**Metal layers overlaid**

Scale: 6 px per um. Two of the layers only.
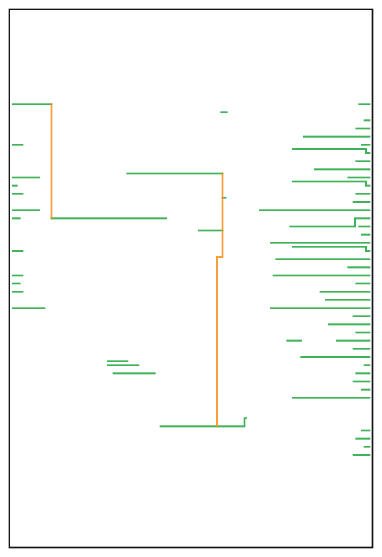
**Sequential cells grouped by signal name**

Scale: 6 px per um. Other sequential cells in the stronger gray, the rest of the logic in the fainter gray.
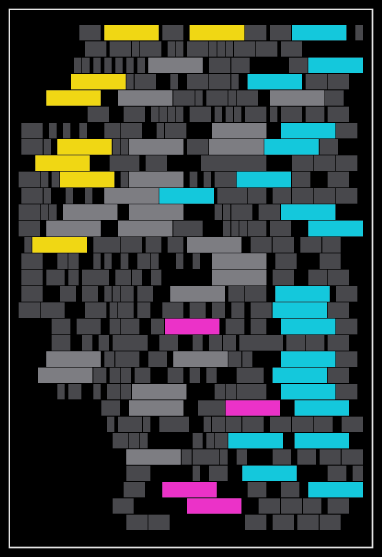
### src/rtl/mac_sequencer.sv
// mac_sequencer
//   Sequences one dot-product job on the shared MAC datapath. A start command
//   carries the vector length. Operand pairs are taken from an upstream
//   valid/ready stream and forwarded to the operand registers, with
//   clear_mult_out marking the first pair of the job. After the last pair the
//   sequencer waits PIPE_LAT cycles for the accumulator to settle, captures
//   acc_in into result_out and pulses result_valid.
//
// Ports
//   clk, rst_n                  clock (rising edge), async active-low reset
//   start, len                  job request; sampled only while idle
//   in_valid, in_ready          upstream operand handshake
//   a_in, b_in                  upstream operands
//   acc_in                      accumulator value returned by the MAC
//   data_a_out, data_b_out      operands to the MAC operand registers
//   clear_mult_out, valid_out   first-pair marker and pair valid to the MAC
//   busy                        job in progress
//   result_out, result_valid    captured result and its one-cycle strobe
//   error                       sticky stall-timeout flag
//
// Build option
//   MAC_SEQ_TIMEOUT_EN  enables the stall counter. A job that sees TIMEOUT
//                       consecutive LOAD cycles without in_valid is abandoned
//                       and error is set. Without it, error is tied to 0 and
//                       LOAD waits indefinitely.
//
// state | meaning
// ------+---------------------------------------------------------------
// IDLE  | waiting for start; zero-length jobs complete from here
// LOAD  | accepting operand pairs, rem pairs still to go
// DRAIN | last pair issued; waiting PIPE_LAT cycles for the accumulator

module mac_sequencer #(
    parameter int LEN_W    = 8,
    parameter int ACC_W    = 20,
    parameter int PIPE_LAT = 2,
    parameter int TIMEOUT  = 255
) (
    input  logic             clk,
    input  logic             rst_n,
    input  logic             start,
    input  logic [LEN_W-1:0] len,
    input  logic             in_valid,
    output logic             in_ready,
    input  logic [7:0]       a_in,
    input  logic [7:0]       b_in,
    input  logic [ACC_W-1:0] acc_in,
    output logic [7:0]       data_a_out,
    output logic [7:0]       data_b_out,
    output logic             clear_mult_out,
    output logic             valid_out,
    output logic             busy,
    output logic [ACC_W-1:0] result_out,
    output logic             result_valid,
    output logic             error
);

    // dcnt is 4 bits wide and the stall counter 8 bits wide.
    if (PIPE_LAT < 1 || PIPE_LAT > 15 || TIMEOUT < 1 || TIMEOUT > 255) begin : g_param_check
        $error("mac_sequencer: PIPE_LAT must be 1..15 and TIMEOUT 1..255");
    end

    typedef enum logic [1:0] {
        IDLE  = 2'd0,
        LOAD  = 2'd1,
        DRAIN = 2'd2
    } state_t;

    state_t           state_q, state_d;
    logic [LEN_W-1:0] rem_q, rem_d;
    logic             first_q, first_d;
    logic [3:0]       dcnt_q, dcnt_d;
    logic [7:0]       data_a_q, data_a_d;
    logic [7:0]       data_b_q, data_b_d;
    logic             clear_q, clear_d;
    logic             valid_q, valid_d;
    logic [ACC_W-1:0] result_q, result_d;
    logic             result_valid_q, result_valid_d;

    logic xfer;
    logic start_job;
    logic start_zero;
    logic last_xfer;
    logic stall_timeout;

    assign xfer       = in_valid && (state_q == LOAD);
    assign start_job  = (state_q == IDLE) && start && (len != '0);
    assign start_zero = (state_q == IDLE) && start && (len == '0);
    // LOAD leaves on rem==1, so rem never wraps below zero.
    assign last_xfer  = xfer && (rem_q == LEN_W'(1));

`ifdef MAC_SEQ_TIMEOUT_EN
    logic [7:0] stall_q, stall_d;
    logic       error_q, error_d;

    assign stall_timeout = (state_q == LOAD) && !in_valid && (stall_q == 8'(TIMEOUT - 1));

    always_comb begin
        stall_d = stall_q;
        error_d = error_q;
        if (start_job || start_zero) begin
            stall_d = '0;
            error_d = 1'b0;
        end else if (state_q == LOAD) begin
            if (in_valid) begin
                stall_d = '0;
            end else if (stall_timeout) begin
                stall_d = '0;
                error_d = 1'b1;
            end else begin
                stall_d = stall_q + 8'd1;
            end
        end
    end

    always_ff @(posedge clk or negedge rst_n) begin
        if (!rst_n) begin
            stall_q <= '0;
            error_q <= 1'b0;
        end else begin
            stall_q <= stall_d;
            error_q <= error_d;
        end
    end

    assign error = error_q;
`else
    assign stall_timeout = 1'b0;
    assign error         = 1'b0;
`endif

    // State register
    always_ff @(posedge clk or negedge rst_n) begin
        if (!rst_n) begin
            state_q <= IDLE;
        end else begin
            state_q <= state_d;
        end
    end

    // Next-state logic
    always_comb begin
        state_d = state_q;
        case (state_q)
            IDLE: begin
                if (start_job) state_d = LOAD;
            end
            LOAD: begin
                if (last_xfer)          state_d = DRAIN;
                else if (stall_timeout) state_d = IDLE;
            end
            DRAIN: begin
                if (dcnt_q == 4'd1) state_d = IDLE;
            end
            default: state_d = IDLE;
        endcase
    end

    // Output and datapath next values
    always_comb begin
        rem_d          = rem_q;
        first_d        = first_q;
        dcnt_d         = dcnt_q;
        data_a_d       = data_a_q;
        data_b_d       = data_b_q;
        clear_d        = 1'b0;
        valid_d        = 1'b0;
        result_d       = result_q;
        result_valid_d = 1'b0;

        if (start_job) begin
            rem_d   = len;
            first_d = 1'b1;
        end
        if (start_zero) begin
            result_d       = '0;
            result_valid_d = 1'b1;
        end
        if (xfer) begin
            data_a_d = a_in;
            data_b_d = b_in;
            valid_d  = 1'b1;
            clear_d  = first_q;
            first_d  = 1'b0;
            rem_d    = rem_q - LEN_W'(1);
        end
        if (last_xfer) begin
            dcnt_d = 4'(PIPE_LAT);
        end
        if (state_q == DRAIN) begin
            dcnt_d = dcnt_q - 4'd1;
            // acc_in holds the final sum once PIPE_LAT edges have passed
            if (dcnt_q == 4'd1) begin
                result_d       = acc_in;
                result_valid_d = 1'b1;
            end
        end
    end

    always_ff @(posedge clk or negedge rst_n) begin
        if (!rst_n) begin
            rem_q          <= '0;
            first_q        <= 1'b0;
            dcnt_q         <= '0;
            data_a_q       <= '0;
            data_b_q       <= '0;
            clear_q        <= 1'b0;
            valid_q        <= 1'b0;
            result_q       <= '0;
            result_valid_q <= 1'b0;
        end else begin
            rem_q          <= rem_d;
            first_q        <= first_d;
            dcnt_q         <= dcnt_d;
            data_a_q       <= data_a_d;
            data_b_q       <= data_b_d;
            clear_q        <= clear_d;
            valid_q        <= valid_d;
            result_q       <= result_d;
            result_valid_q <= result_valid_d;
        end
    end

    assign in_ready       = (state_q == LOAD);
    assign busy           = (state_q != IDLE);
    assign data_a_out     = data_a_q;
    assign data_b_out     = data_b_q;
    assign clear_mult_out = clear_q;
    assign valid_out      = valid_q;
    assign result_out     = result_q;
    assign result_valid   = result_valid_q;

endmodule

### config.mk
export PLATFORM = sky130hd
export DESIGN_NAME = mac_sequencer
export DESIGN_NICKNAME = d
export VERILOG_FILES = /design/src/rtl/mac_sequencer.sv
export SDC_FILE = /design/constraint.sdc
export NUM_CORES = 1
export LEC_CHECK = 0
export CORE_ASPECT_RATIO = 1.5
export CORE_UTILIZATION = 45
export CTS_BUF_LIST = sky130_fd_sc_hd__clkbuf_8
export DETAILED_ROUTE_END_ITERATION = 10
export PLACE_DENSITY = 0.87
export SETUP_SLACK_MARGIN = 0.02
export SYNTH_ARGS = -nofsm -noshare
export SYNTH_HDL_FRONTEND = slang
export SYNTH_SLANG_ARGS = --single-unit
### constraint.sdc
create_clock -name clk -period 2.2 [get_ports clk]
set_input_delay 0.44 -clock clk [delete_from_list [all_inputs] [get_ports clk]]
set_output_delay 0.44 -clock clk [all_outputs]
set_load 0.005 [all_outputs]
==> out/metrics.cfg <==
[yosys]
synth.distinct_cells = 45
netlist_instances = 212
syn-num-nets = 264
yosys_area_um2 = 2290
synth_seq_share_pct = 58.9
syn_avg_cell_area_um2 = 10.8

[timing]
clock_skew_ps = 5.92
finalSetupViolations = 0
min_period_over_period_pct = 90.3
worst_slew_pin_slew_ps = 944
hold_violations = 0

[clock_tree]
cts_made_buffers = 5
cts_tree = yes
worstSkewPairLatency_ps = 310
postCtsSetupRepairBufs = 0
cts_resized = 0
cts_root_buf = clkbuf_8
numClockSinks = 54

[critical_path]
cp_data_arrival_time_ps = 1550
crit_path_end = in_ready
r2r_start = dcnt_q[0]
ff2ff_setup_slack_ps = 240
cp-startpoint = state_q[0]
path_class = reg -> out
critical_path.endpoint_type = primary output
start_kind = register
path_cells = nor2b_1 > clkdlybuf4s50_1

[drt]
avgViaCountPerCell = 5.15
dr.pass1.iters = 4
first_iter_violations = 108
ant_nets = 0
drc = 0

[grt]
antenna_found_initial = 0

[floorplanning]
core_um2 = 4850
io_pins = 90
fp_util_pct = 47.3
die_h_um = 89.5
die_area_um2 = 5390

[layout]
nets = 360
antenna_cells = 0

[run_status]
status = finished clean

[power_and_ir_drop]
finalPower_mw = 2.93
p_per_area_nw_per_um2 = 862
peakVddDrop_v = 0.000652
p_leak_nw = 1.53

[placement]
finalWeightedCongestion = 0.876
port_buffers = 88

[hold_path]
hold_class = in -> async

About 'metal layers overlaid':
- orange: M4 (wire length 62.1 um)
- green: M3 (wire length 360 um)

About 'sequential cells grouped by signal name':
- yellow: data_b_out (sequential cells 8; where north-west)
- magenta: dcnt_q (sequential cells 4; where south)
- cyan: result_out (sequential cells 20)
- not colored: 22

[stage by stage]
| stage | setup TNS, ps | worst slack (ps) | utilization [%] | cells |
|---|---|---|---|---|
| final | 0 | 214 | 70.0 | 375 |
| after global routing | 0 | 85.8 | 70.0 | 375 |
| after CTS | 0 | 201 | 70.0 | 375 |
| after detailed placement | -965 | -70.1 | 67.7 | 367 |
| after global placement | -312 | -25.3 | 67.7 | 367 |
| after floorplan | 0 | 545 | - | 212 |
[where the power goes]
group          total (mW)  internal [mW]  switching, mW
combinational       0.894          0.503          0.391
clock               0.659          0.341          0.318
sequential           1.37           1.20          0.168
total                2.93           2.05          0.878
[cell type report]
| type | instances | area, um^2 | area share (%) |
|---|---|---|---|
| clock inverter | 3 | 43.8 | 1.29 |
| clock buffer | 5 | 68.8 | 2.03 |
| multi-input combinational | 141 | 850 | 25.0 |
| sequential | 54 | 1350 | 39.8 |
| tap | 66 | 82.6 | 2.43 |
| inverter | 7 | 26.3 | 0.774 |
| timing repair buffer | 99 | 971 | 28.6 |
[cells by family (layout without fill, tap and decap cells)]
family	count (synthesis)	in the layout	share of synthesized area (%)
AND-OR/OR-AND	47	47	16.3
AND/OR/NAND/NOR	88	88	18.0
buffers and inverters	17	114	4.09
other	1	1	0.163
flip-flops	54	54	58.9
adder cells (fa/ha/maj)	4	4	2.18
XOR/XNOR	1	1	0.382
[cell usage after synthesis, types with 2 or more instances]
library cell	count	area, um^2
buf_6	3	33.8
a21oi_2	2	17.5
nor2_1	8	30.0
o221a_1	3	33.8
or3_1	2	12.5
inv_1	6	22.5
o211ai_1	2	15.0
a22o_1	20	175
buf_1	2	7.51
or4_4	2	22.5
o21ai_0	4	20.0
nor2b_1	3	18.8
a21oi_1	7	35.0
nand3_1	8	40.0
nand2_1	52	195
buf_2	3	15.0
dfrtp_1	54	1350
ha_1	4	50.1
[worst min path at each step]
| stage | from | endpoint | slack [ps] | cells after the start |
|---|---|---|---|---|
| floorplan | rst_n | clear_mult_out | 140 | 0 |
| global placement | rst_n | result_out[3] | 370 | 1 |
| detailed placement | rst_n | result_out[7] | 370 | 1 |
| CTS | rst_n | result_out[7] | 40 | 1 |
| global route | rst_n | dcnt_q[1] | 50 | 1 |
| finish | rst_n | result_out[7] | 40 | 1 |
[per-layer routing]
layer | share of wire [%] | track usage [%]
met4 | 1.2 | 6.55
met5 | 0 | 0
met1 | 40 | 25.8
met3 | 6.7 | 5.35
met2 | 52 | 36.9
[state kept, by name, summed over array words and instances, names as in the netlist]
name / count
first_q: 1
valid_out: 1
clear_mult_out: 1
rem_q: 8
state_q: 2
result_valid: 1
dcnt_q: 4
data_b_out: 8
result_out: 20
data_a_out: 8
[layout by cell type, fill, tap and decap left out, types with 5 or more instances in the layout]
cell type	count
clkbuf_8	5
nor2_1	8
inv_1	6
buf_4	10
nand2_1	52
a21oi_1	7
dfrtp_1	54
clkdlybuf4s50_1	87
nand3_1	8
a22o_1	20
[critical path: cells and delay by family (launching register included)]
kind | cells | cell delay, ps
DFF | 1 | 430
and+or+nand+nor | 1 | 240
buffers and inverters | 1 | 570
Power and IR drop assume default switching activity.
